Sizing map:
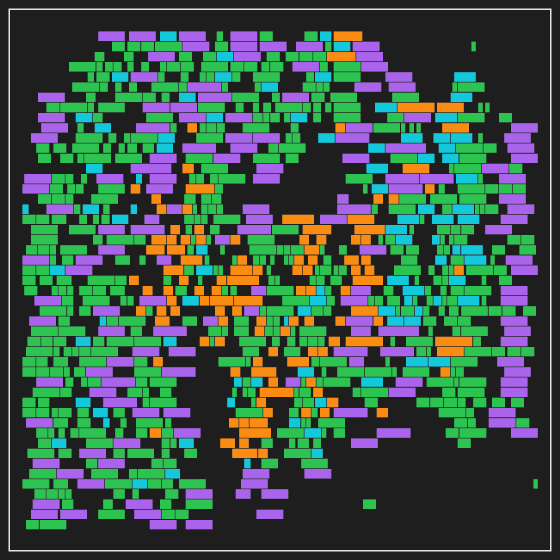
Routing congestion map:
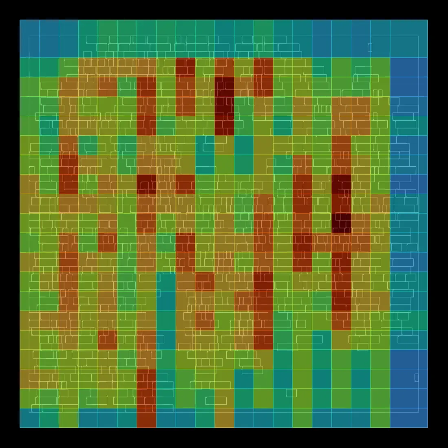
## src/rtl/mem_access_unit.sv

```systemverilog
// Load/store unit: aligns CPU byte/half/word accesses onto a 32-bit req/ack memory port with misalignment and ack-timeout errors.
// Latency: mem_req from the cycle after accept, response strobe the cycle after mem_ack (or after the timeout); one access in flight, no response back-pressure.
module mem_access_unit #(
   parameter int ACK_TIMEOUT = 255
) (
   input  logic        clk,
   input  logic        rst,
   input  logic        req_valid,
   output logic        req_ready,
   input  logic [2:0]  op,
   input  logic [31:0] addr,
   input  logic [31:0] wdata,
   output logic        resp_valid,
   output logic [1:0]  resp_err,
   output logic [31:0] rdata,
   output logic        mem_req,
   output logic        mem_we,
   output logic [3:0]  mem_be,
   output logic [31:0] mem_addr,
   output logic [31:0] mem_wdata,
   input  logic        mem_ack,
   input  logic [31:0] mem_rdata
);

   typedef enum logic [1:0] {S_IDLE, S_ACCESS, S_RESP} state_t;

   localparam logic [2:0] OP_LB  = 3'b000;
   localparam logic [2:0] OP_LBU = 3'b001;
   localparam logic [2:0] OP_LH  = 3'b010;
   localparam logic [2:0] OP_LHU = 3'b011;
   localparam logic [2:0] OP_LW  = 3'b100;
   localparam logic [2:0] OP_SB  = 3'b101;
   localparam logic [2:0] OP_SH  = 3'b110;
   localparam logic [2:0] OP_SW  = 3'b111;

   // Last ACCESS cycle before timeout; an ack in that same cycle still wins.
   localparam logic [7:0] WAIT_LIMIT = 8'(ACK_TIMEOUT - 1);

   state_t      state, state_nxt;
   logic [2:0]  op_q;
   logic [1:0]  lane_q;
   logic [7:0]  wait_cnt;

   logic        is_half, is_word, is_store, misaligned;
   logic [3:0]  be_nxt;
   logic [31:0] wd_nxt;

   function automatic logic [31:0] extract(input logic [2:0] lop, input logic [1:0] lane,
                                           input logic [31:0] word);
      logic [7:0]  b;
      logic [15:0] h;
      b = word[{lane, 3'b000} +: 8];
      h = lane[1] ? word[31:16] : word[15:0];
      case (lop)
         OP_LB:   extract = {{24{b[7]}}, b};
         OP_LBU:  extract = {24'd0, b};
         OP_LH:   extract = {{16{h[15]}}, h};
         OP_LHU:  extract = {16'd0, h};
         OP_LW:   extract = word;
         default: extract = 32'd0;
      endcase
   endfunction

   always_comb begin
      is_half    = (op == OP_LH) || (op == OP_LHU) || (op == OP_SH);
      is_word    = (op == OP_LW) || (op == OP_SW);
      is_store   = (op == OP_SB) || (op == OP_SH) || (op == OP_SW);
      misaligned = (is_half && addr[0]) || (is_word && (addr[1:0] != 2'b00));
      be_nxt     = 4'b1111;
      wd_nxt     = 32'd0;
      case (op)
         OP_SB: begin
            be_nxt = 4'b0001 << addr[1:0];
            wd_nxt = {4{wdata[7:0]}};
         end
         OP_SH: begin
            be_nxt = addr[1] ? 4'b1100 : 4'b0011;
            wd_nxt = {2{wdata[15:0]}};
         end
         OP_SW:   wd_nxt = wdata;
         default: ;
      endcase
   end

   always_ff @(posedge clk) begin
      if (rst) state <= S_IDLE;
      else     state <= state_nxt;
   end

   always_comb begin
      state_nxt  = state;
      req_ready  = 1'b0;
      resp_valid = 1'b0;
      case (state)
         S_IDLE: begin
            req_ready = 1'b1;
            if (req_valid) state_nxt = misaligned ? S_RESP : S_ACCESS;
         end
         S_ACCESS: begin
            if (mem_ack || (wait_cnt == WAIT_LIMIT)) state_nxt = S_RESP;
         end
         S_RESP: begin
            resp_valid = 1'b1;
            state_nxt  = S_IDLE;
         end
         default: state_nxt = S_IDLE;
      endcase
   end

   always_ff @(posedge clk) begin
      if (rst) begin
         op_q      <= 3'd0;
         lane_q    <= 2'd0;
         wait_cnt  <= 8'd0;
         resp_err  <= 2'b00;
         rdata     <= 32'd0;
         mem_req   <= 1'b0;
         mem_we    <= 1'b0;
         mem_be    <= 4'd0;
         mem_addr  <= 32'd0;
         mem_wdata <= 32'd0;
      end else begin
         case (state)
            S_IDLE: begin
               if (req_valid) begin
                  op_q     <= op;
                  lane_q   <= addr[1:0];
                  wait_cnt <= 8'd0;
                  if (misaligned) begin
                     resp_err <= 2'b01;
                     rdata    <= 32'd0;
                  end else begin
                     mem_req   <= 1'b1;
                     mem_we    <= is_store;
                     mem_be    <= be_nxt;
                     mem_addr  <= {addr[31:2], 2'b00};
                     mem_wdata <= wd_nxt;
                  end
               end
            end
            S_ACCESS: begin
               if (mem_ack) begin
                  mem_req  <= 1'b0;
                  resp_err <= 2'b00;
                  rdata    <= extract(op_q, lane_q, mem_rdata);
               end else if (wait_cnt == WAIT_LIMIT) begin
                  mem_req  <= 1'b0;
                  resp_err <= 2'b10;
                  rdata    <= 32'd0;
               end else begin
                  wait_cnt <= wait_cnt + 8'd1;
               end
            end
            default: ;
         endcase
      end
   end

endmodule

```

## config.mk

```make
export PLATFORM = sky130hd
export DESIGN_NAME = mem_access_unit
export DESIGN_NICKNAME = d
export VERILOG_FILES = /design/src/rtl/mem_access_unit.sv
export SDC_FILE = /design/constraint.sdc
export NUM_CORES = 1
export LEC_CHECK = 0
export CORE_MARGIN = 3
export CORE_UTILIZATION = 30
export DETAILED_ROUTE_END_ITERATION = 8
export GPL_TIMING_DRIVEN = 1
export HOLD_SLACK_MARGIN = 0.02
export MAX_ROUTING_LAYER = met4
export SLEW_MARGIN = 0
export SYNTH_ARGS = -nofsm -noshare
export SYNTH_HDL_FRONTEND = slang
export SYNTH_SLANG_ARGS = --single-unit
```

## constraint.sdc

```tcl
create_clock -name clk -period 1.62 [get_ports clk]
set_input_delay 0.486 -clock clk [delete_from_list [all_inputs] [get_ports clk]]
set_output_delay 0.486 -clock clk [all_outputs]
set_load 0.05 [all_outputs]
```

==> impl_metrics.csv <==
group,metric,value,unit
critical_path,worst_setup_path_end_kind,"output port",
floorplan,ios,209,
placement,gp_routability_congestion,0.8242,
timing,report.final.setup_viol,9,
critical_path,rrSetupSlack,-0.03,ns
status,failed_checks,"negative setup slack",
timing,setup_ws,-0.03482,ns
routing,viasPerCell,5.452,
synthesis,postSynthCellCount,606,
status,run_status,"complete, but fails checks",
synthesis,yosys_most_used_dff,"dfxtp_1",
global_route,grt_max_degree,43,
layout,final-seq-area,2354,um^2
layout,layout-drive-gt1-share,40.00,%
placement,port_buffers,206,
floorplan,rows,49,
synthesis,most_common_cell,"dfxtp_1",
critical_path,worstRegToRegCells,6,
floorplan,dieHeight,144.4,um
hold_path,hold_start,"lane_q[0]$_SDFFE_PP0P_",
## Picture notes: 'sizing map'
[x1 and smaller] green | cells: 528 | most used: dfxtp_1
[x3 and x4] orange | cells: 114 | most used: buf_4
[x6 and larger] purple | cells: 150 | most used: buf_12
[x2] cyan | cells: 88 | most used: o32ai_2

## Picture notes: 'routing congestion map'
met2 capacity usage during global routing: 31.53%
busiest layer in global routing: met2
GR Util met1: 24.40%

-- worst max-delay path by stage --
stage,endpoint,slack [ns],depth (start not counted)
2_1_floorplan,mem_addr[26]$_SDFFE_PP0P_,0.002,7
3_3_place_gp,mem_wdata[1]$_SDFFE_PP0P_,-0.63,7
3_5_place_dp,rdata[24]$_SDFFE_PP0P_,-0.71,5
4_1_cts,req_ready,-0.06,3
5_1_grt,resp_valid,-0.07,3
6_report,resp_valid,-0.03,3
-- critical path: stages (launching register included) --
cell     delay [ns]
dfxtp_4        0.36
buf_6          0.13
nor2b_4        0.13
buf_12         0.14
-- stage by stage --
step	TNS [ns]	std cells	instance area, um^2	utilization, %	hold WS (ns)
after floorplan	0	607	5778	-	0.4559
after global placement	-60.29	1061	9558	51.97	0.4685
after detailed placement	-65.40	1061	9558	51.97	0.4925
after CTS	-1.394	1100	10330	56.19	0.5072
after global routing	-1.180	1110	10850	58.97	0.5222
final	-0.1427	1110	10850	58.97	0.5054
-- state kept, by name, summed over array words and instances, names as in the netlist --
| signal | count |
|---|---|
| state | 2 |
| op_q | 3 |
| rdata | 32 |
| mem_addr | 30 |
| mem_we | 1 |
| mem_wdata | 32 |
| resp_err | 2 |
| mem_be | 4 |
| mem_req | 1 |
| lane_q | 2 |
| wait_cnt | 8 |
-- logic make-up (layout without fill, tap and decap cells) --
family	after synthesis	after routing	share of synthesized area, %
AND-OR/OR-AND	232	232	31.73
XOR/XNOR	2	2	0.3049
adder cells (fa/ha/maj)	2	2	0.4355
buffers and inverters	91	364	7.295
flip-flops	117	117	40.77
multiplexers	25	25	4.835
other	1	3	0.06527
AND/OR/NAND/NOR	136	136	14.57
